--- config.mk ---
export PLATFORM = sky130hd
export DESIGN_NAME = neopixel_strand_ctrl_param
export DESIGN_NICKNAME = d
export VERILOG_FILES = /design/src/rtl/neopixel_strand_ctrl_param.sv
export SDC_FILE = /design/constraint.sdc
export NUM_CORES = 1
export LEC_CHECK = 0
export CAP_MARGIN = 20
export CORE_MARGIN = 3
export CORE_UTILIZATION = 45
export DETAILED_ROUTE_END_ITERATION = 7
export PLACE_DENSITY = 0.74
export SLEW_MARGIN = 15
export SYNTH_ARGS = -nofsm -noshare
export SYNTH_HDL_FRONTEND = slang
export SYNTH_SLANG_ARGS = --single-unit
--- constraint.sdc ---
create_clock -name clock -period 3.05 [get_ports clock]
set_input_delay 0.61 -clock clock [delete_from_list [all_inputs] [get_ports clock]]
set_output_delay 0.61 -clock clock [all_outputs]
set_load 0.05 [all_outputs]
--- src/rtl/neopixel_strand_ctrl_param.sv ---
`default_nettype none
// ============================================================================
// Module      : neopixel_strand_ctrl_param
// Description : Frame buffer and serial driver for a WS2812-style LED strand.
//               Holds an 8-bit G/R/B level for each of NUM_PIXELS pixels.
//               On send_it it shifts the whole strand out on neo_data, pixel 0
//               first, G then R then B, MSB first. Each byte is dimmed by a
//               right shift that is captured when the frame starts. The frame
//               ends with a TRESET-clock low latch period and a send_done pulse.
// Ports       : clock            - single clock, rising edge
//               reset_n          - asynchronous active-low reset
//               load_color       - write color_level to the selected channel
//               broadcast        - with load_color, write that channel of every pixel
//               pixel_index      - target pixel
//               color_index      - 00 red, 01 blue, 10 green, 11 ignored
//               color_level      - channel intensity
//               brightness_shift - global dimming shift, captured at frame start
//               send_it          - start one frame
//               neo_data         - registered serial line to the strand
//               ready_to_load    - loads are accepted this cycle
//               ready_to_send    - send_it is accepted this cycle
//               send_done        - one-cycle pulse on the first idle cycle after a frame
// Revision    : 1.0 - initial release
// ============================================================================
module neopixel_strand_ctrl_param #(
    parameter int  NUM_PIXELS = 8,
    parameter int  T0H        = 18,
    parameter int  T1H        = 35,
    parameter int  TBIT       = 63,
    parameter int  TRESET     = 2500,
    localparam int PW         = (NUM_PIXELS > 1) ? $clog2(NUM_PIXELS) : 1
) (
    input  logic          clock,
    input  logic          reset_n,
    input  logic          load_color,
    input  logic          broadcast,
    input  logic [PW-1:0] pixel_index,
    input  logic [1:0]    color_index,
    input  logic [7:0]    color_level,
    input  logic [2:0]    brightness_shift,
    input  logic          send_it,
    output logic          neo_data,
    output logic          ready_to_load,
    output logic          ready_to_send,
    output logic          send_done
);

    localparam int c_NBITS  = NUM_PIXELS * 24;
    localparam int c_TICK_W = (TBIT > 1) ? $clog2(TBIT) : 1;
    localparam int c_BIT_W  = $clog2(c_NBITS);
    localparam int c_LAT_W  = (TRESET > 1) ? $clog2(TRESET) : 1;

    localparam logic [c_TICK_W-1:0] c_TICK_LAST  = c_TICK_W'(TBIT - 1);
    localparam logic [c_BIT_W-1:0]  c_BIT_LAST   = c_BIT_W'(c_NBITS - 1);
    localparam logic [c_LAT_W-1:0]  c_LATCH_LAST = c_LAT_W'(TRESET - 1);
    localparam logic [c_TICK_W:0]   c_T0H        = (c_TICK_W + 1)'(T0H);
    localparam logic [c_TICK_W:0]   c_T1H        = (c_TICK_W + 1)'(T1H);

    // ------------------------------------------------------------------------
    // Elaboration-time parameter checks
    // ------------------------------------------------------------------------
    if (!((T0H > 0) && (T0H < T1H) && (T1H < TBIT))) begin : g_bad_timing
        $fatal(1, "neopixel_strand_ctrl_param: need 0 < T0H < T1H < TBIT");
    end
    if ((NUM_PIXELS < 2) || (NUM_PIXELS > 256)) begin : g_bad_pixels
        $fatal(1, "neopixel_strand_ctrl_param: NUM_PIXELS must be 2..256");
    end
    if (TRESET < 1) begin : g_bad_reset_time
        $fatal(1, "neopixel_strand_ctrl_param: TRESET must be at least 1");
    end

    typedef enum logic [1:0] {
        S_IDLE  = 2'd0,
        S_SEND  = 2'd1,
        S_LATCH = 2'd2
    } state_t;

    state_t                r_state;
    logic [7:0]            r_lvl_g [NUM_PIXELS];
    logic [7:0]            r_lvl_r [NUM_PIXELS];
    logic [7:0]            r_lvl_b [NUM_PIXELS];
    logic [2:0]            r_shift;
    logic [c_TICK_W-1:0]   r_tick;      // clock within the current bit
    logic [c_BIT_W-1:0]    r_bit_cnt;   // bit number within the frame
    logic [c_LAT_W-1:0]    r_latch;     // clock within the latch period
    logic [PW-1:0]         r_pix;       // pixel being sent
    logic [1:0]            r_chan;      // 0 G, 1 R, 2 B (wire order)
    logic [2:0]            r_bit_idx;   // 0 = MSB of the current byte

    logic                  w_write;
    logic [7:0]            w_level;
    logic [7:0]            w_byte;
    logic                  w_bit;
    logic [c_TICK_W:0]     w_high_time;
    logic [c_TICK_W:0]     w_tick_nxt;

    assign ready_to_load = (r_state == S_IDLE);
    assign ready_to_send = (r_state == S_IDLE);

    // A send on the same edge wins over a load.
    assign w_write = (r_state == S_IDLE) && load_color && !send_it &&
                     (color_index != 2'b11);

    // ------------------------------------------------------------------------
    // Frame storage
    // ------------------------------------------------------------------------
    always_ff @(posedge clock or negedge reset_n) begin
        if (!reset_n) begin
            for (int p = 0; p < NUM_PIXELS; p++) begin
                r_lvl_g[p] <= 8'h00;
                r_lvl_r[p] <= 8'h00;
                r_lvl_b[p] <= 8'h00;
            end
        end else if (w_write) begin
            for (int p = 0; p < NUM_PIXELS; p++) begin
                if (broadcast || (pixel_index == PW'(p))) begin
                    case (color_index)
                        2'b00:   r_lvl_r[p] <= color_level;
                        2'b01:   r_lvl_b[p] <= color_level;
                        2'b10:   r_lvl_g[p] <= color_level;
                        default: ;
                    endcase
                end
            end
        end
    end

    // ------------------------------------------------------------------------
    // Current bit selection
    // ------------------------------------------------------------------------
    always_comb begin
        w_level = r_lvl_g[r_pix];
        case (r_chan)
            2'd1:    w_level = r_lvl_r[r_pix];
            2'd2:    w_level = r_lvl_b[r_pix];
            default: w_level = r_lvl_g[r_pix];
        endcase
    end

    assign w_byte      = w_level >> r_shift;
    assign w_bit       = w_byte[3'd7 - r_bit_idx];
    assign w_high_time = w_bit ? c_T1H : c_T0H;
    assign w_tick_nxt  = {1'b0, r_tick} + {{c_TICK_W{1'b0}}, 1'b1};

    // ------------------------------------------------------------------------
    // Transmit state machine. neo_data is registered and always reflects the
    // value for the clock tick the counters will hold after this edge.
    // ------------------------------------------------------------------------
    always_ff @(posedge clock or negedge reset_n) begin
        if (!reset_n) begin
            r_state   <= S_IDLE;
            neo_data  <= 1'b0;
            send_done <= 1'b0;
            r_shift   <= 3'd0;
            r_tick    <= '0;
            r_bit_cnt <= '0;
            r_latch   <= '0;
            r_pix     <= '0;
            r_chan    <= 2'd0;
            r_bit_idx <= 3'd0;
        end else begin
            send_done <= 1'b0;
            case (r_state)
                S_IDLE: begin
                    neo_data <= 1'b0;
                    if (send_it) begin
                        r_state   <= S_SEND;
                        r_shift   <= brightness_shift;
                        r_tick    <= '0;
                        r_bit_cnt <= '0;
                        r_pix     <= '0;
                        r_chan    <= 2'd0;
                        r_bit_idx <= 3'd0;
                        // Every bit starts high since T0H > 0.
                        neo_data  <= 1'b1;
                    end
                end

                S_SEND: begin
                    if (r_tick == c_TICK_LAST) begin
                        r_tick <= '0;
                        if (r_bit_cnt == c_BIT_LAST) begin
                            r_state  <= S_LATCH;
                            r_latch  <= '0;
                            neo_data <= 1'b0;
                        end else begin
                            r_bit_cnt <= r_bit_cnt + {{(c_BIT_W-1){1'b0}}, 1'b1};
                            neo_data  <= 1'b1;
                            if (r_bit_idx == 3'd7) begin
                                r_bit_idx <= 3'd0;
                                if (r_chan == 2'd2) begin
                                    r_chan <= 2'd0;
                                    r_pix  <= r_pix + {{(PW-1){1'b0}}, 1'b1};
                                end else begin
                                    r_chan <= r_chan + 2'd1;
                                end
                            end else begin
                                r_bit_idx <= r_bit_idx + 3'd1;
                            end
                        end
                    end else begin
                        r_tick   <= w_tick_nxt[c_TICK_W-1:0];
                        neo_data <= (w_tick_nxt < w_high_time);
                    end
                end

                S_LATCH: begin
                    neo_data <= 1'b0;
                    if (r_latch == c_LATCH_LAST) begin
                        r_state   <= S_IDLE;
                        r_latch   <= '0;
                        send_done <= 1'b1;
                    end else begin
                        r_latch <= r_latch + {{(c_LAT_W-1){1'b0}}, 1'b1};
                    end
                end

                default: begin
                    r_state  <= S_IDLE;
                    neo_data <= 1'b0;
                end
            endcase
        end
    end

endmodule
`default_nettype wire

==> summary.txt <==
Notes on the physical implementation.

- Per the post-synthesis stats, the area per cell is 12.56 um^2.
- The total area inside the core boundary comes to 0.02468 mm^2.
- The cell area after synthesis is 0.01148 mm^2, for reference.
- The critical path start-end classification is reg2reg, for reference.
- After layout, the worst setup slack is -386.0 ps.
- The pin count of the biggest net entering global routing is 84, for reference.
- The worst path required time is 3460 ps, for reference.
- The tightest hold path in the finished design has a slack of approximately 93 ps.
- CTS placed an instance of clkbuf_16 at the clock tree root.
- For this design the static power due to leakage is 6.352 nW.
- The floorplan step records an initial core utilization of 46.53%.
- The synth_stat.txt file lists the number of cells as 914.
- The endpoint type of the worst setup path is a flip-flop, for reference.
- The number of flops mapped to enable cells by yosys is 0, for reference.
- The final critical-path share of the clock period is 112.7%, for reference.
- The maximum clock frequency is between 200 and 300 MHz, for reference.
- Max fanout on the critical path was recorded as 6.
- The switching fraction of total power is between 20% and 30%, for reference.
- The post-synthesis async set-or-reset flop share is 100.0%, for reference.
- The flow reports that combinational logic draws roughly 2.7% of the design power.
- Ranked by instance count, the synthesized netlist is headed by dfrtp_1 (233), mux2_2 (195), nand2_1 (65).
- In this run the remaining antenna-violating nets after routing total 0.
- The pre-CTS setup check shows a worst slack of -509.3 ps.
- The critical path arrival is 3840 ps, for reference.
- The library cell with the highest instance count after synthesis is dfrtp_1, for reference.
- In the CTS report, the clock slew at the register clock pins of the worst setup and hold paths is listed as 70 ps.
- The die footprint is 0.02747 mm^2, for reference.
- Clock latency on the worst-skew pair, taken at its later pin, is 520 ps.
- The post-synth register bit count is 233.
- Per the GRT congestion report, total overflow comes to 0.
- The count of port buffers added during placement is 24, for reference.
- The checks that failed: setup timing.
- Measured along the y axis, the die boundary spans 165.7 um.
- For the final routed database, the setup TNS stands at -386.0 ps.
- Detailed placement reports a standard cell area of 0.01262 mm^2.
- In the power breakdown, the internal column shows 4.918 mW.
- The power report puts the net switching power at 1.329 mW.
- The power density over the cells is 456.4 mW/mm^2, for reference.
- The width of the chip is roughly 170 um, for reference.
- The final timing report counts setup violations totalling 1.
- After layout, the design draws a total of 6.247 mW.
- The number of slew-limit violations in the final report is 0, for reference.
- The flow ran to the end, but the final reports show violations.
- The HPWL after detailed placement is 18.83 mm.
- Cells fill 55.47% of the core in the end.
- The number of remaining DRC errors is 0, for reference.
- Looking at the clock tree report, the maximum root-to-sink buffer count equals 3.
- After the flow finishes, the layout carries non-filler instances totaling approximately 1300.
-- power groups by stage --
stage          Clock (mW)  Combinational, mW  Sequential, mW
6_report             2.99              0.168            3.09
5_1_grt              3.18              0.188            3.09
4_1_cts              3.05              0.173            3.09
3_5_place_dp            0              0.172            3.15
3_3_place_gp            0              0.169            3.15
2_1_floorplan           0             0.0358            3.15
-- timing repair --
item                                    4_1_cts  5_1_grt
buffers inserted                              2        0
gates cloned                                  0        0
endpoints found under the setup margin        1        1
gates resized                                 9       42
hold buffers                                  0        0
pin swaps                                     8       21
-- metal layers --
| metal | GRT usage (%) | part of all wire [%] |
|---|---|---|
| met2 | 33.73 | 48 |
| met5 | 0 | 0 |
| met3 | 3.856 | 5.9 |
| met1 | 27.83 | 43 |
| met4 | 5.244 | 2.8 |
-- final cells by class --
| class | instances | area [um^2] |
|---|---|---|
| Fill cell | 2025 | 10990 |
| Sequential cell | 233 | 5837 |
| Clock buffer | 34 | 668.1 |
| Inverter | 10 | 37.54 |
| Timing Repair Buffer | 116 | 1039 |
| Multi-Input combinational cell | 613 | 5569 |
| Clock inverter | 9 | 131.4 |
| Tap cell | 324 | 405.4 |
-- critical path: stages, from the launching register on --
cell       delay, ps
dfrtp_4          500
buf_12           160
buf_12           130
buf_4            140
mux2i_1          150
a22oi_2          210
a21oi_2          100
o31ai_2          280
a2bb2oi_2         80
or4_4            550
and2_4           160
ha_4             270
nand3_4           80
mux2i_1          180
a21oi_2           80
a41oi_2          170
a21oi_1           60
-- state kept, by name, summed over array words and instances (netlist names), 3 cells and up --
register / cells
r_lvl_b: 64
r_lvl_g: 64
r_lvl_r: 64
r_latch: 12
r_bit_cnt: 8
r_tick: 6
r_bit_idx: 3
r_pix: 3
r_shift: 3
-- cells by family after synthesis --
kind of cell / Yosys count / synth area share (%)
AOI/OAI and AO/OA: 114 / 6.495
xor gates and xnor gates: 10 / 0.7628
adders and majority gates: 12 / 1.308
buffers and inverters: 68 / 2.964
DFF: 233 / 50.78
muxes: 273 / 28.80
and+or+nand+nor: 204 / 8.882
-- final timing paths --
check | start | end | slack (ps) | depth (start not counted)
max | r_pix[1] | neo_data | -390 | 16
min in group clock | r_latch[8] | r_latch[8] | 480 | 1
max reg2reg | r_pix[1] | neo_data | -390 | 16
min | reset_n | r_latch[8] | 90 | 1
max in group asynchronous | reset_n | r_lvl_g[37] | 2250 | 2
min reg2reg | r_latch[8] | r_latch[8] | 480 | 1
-- cell usage in the layout (no fill, tap or decap), drive strengths merged, types with 4 or more instances in the layout --
master / instances
inv: 10
mux2i: 54
mux2: 195
dfrtp: 233
nor2b: 22
clkdlybuf4s50: 23
a31oi: 8
a21oi: 13
xnor2: 5
nand2b: 13
ha: 12
xor2: 5
nor3b: 5
a21o: 4
clkinv: 6
a22oi: 16
nand2: 65
nor2: 33
or3: 4
buf: 93
nand4: 8
clkbuf: 34
o21ai: 39
mux4: 24
nand3: 23
and3: 13
o31ai: 6
and2: 5
a22o: 6
Figure 1. Cells by drive strength.
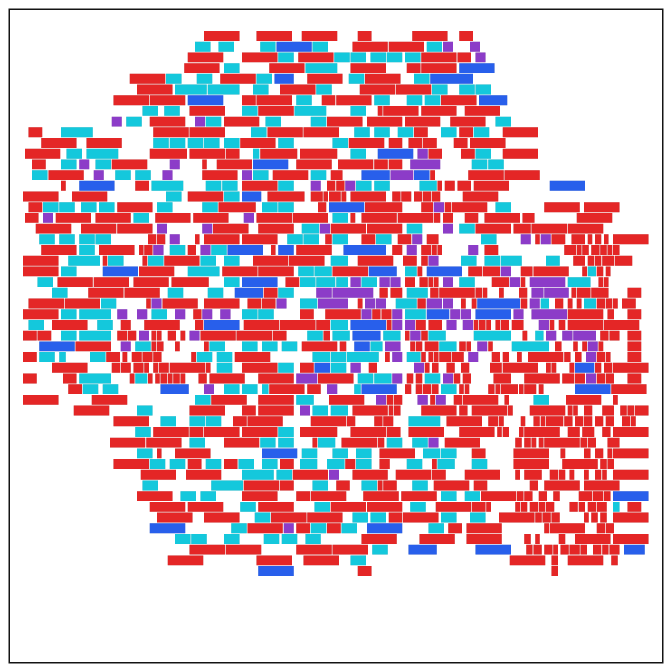
_6 and larger: marked blue, cells 43, most used clkbuf_16. _2 cells: marked cyan, cells 252, most used mux2_2. _0 and _1 cells: marked red, cells 626, most used dfrtp_1. _3 and _4 cells: marked purple, cells 94, most used buf_4.
total non-filler cell area in the finished layout: 0.01369 mm^2
number of ordinary and repair buffers in the finished layout: 116
least setup slack across all paths after layout: -386.0 ps

Figure 2. Clock nets.
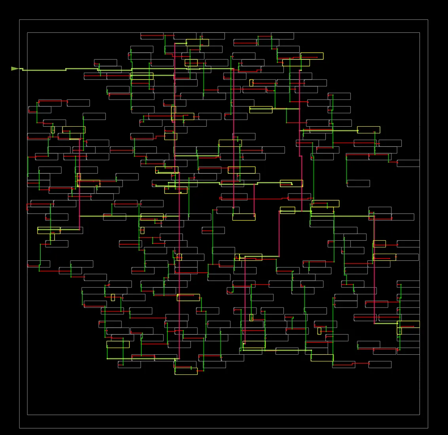
CTS sink count: 233
power drawn by the clock network: 2.99 mW
Num CTS Buffers: 24
Setup Skew: 5.501 ps

Figure 3. Metal 1.
Supply wires on this layer in grey. Cells faint in the background.
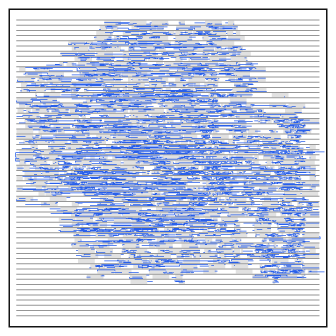
The layer holds 43% of the routed length. The longest straight run is 53.4 um. 979 nets have wire on it. The wires run mostly horizontal. The layer carries 12100 um of wire.
global routing met1 resource utilization: 27.83%
total number of vias: 7774
final routed wirelength across all metal layers: 28.11 mm

Power is estimated from default activity; no workload was simulated.
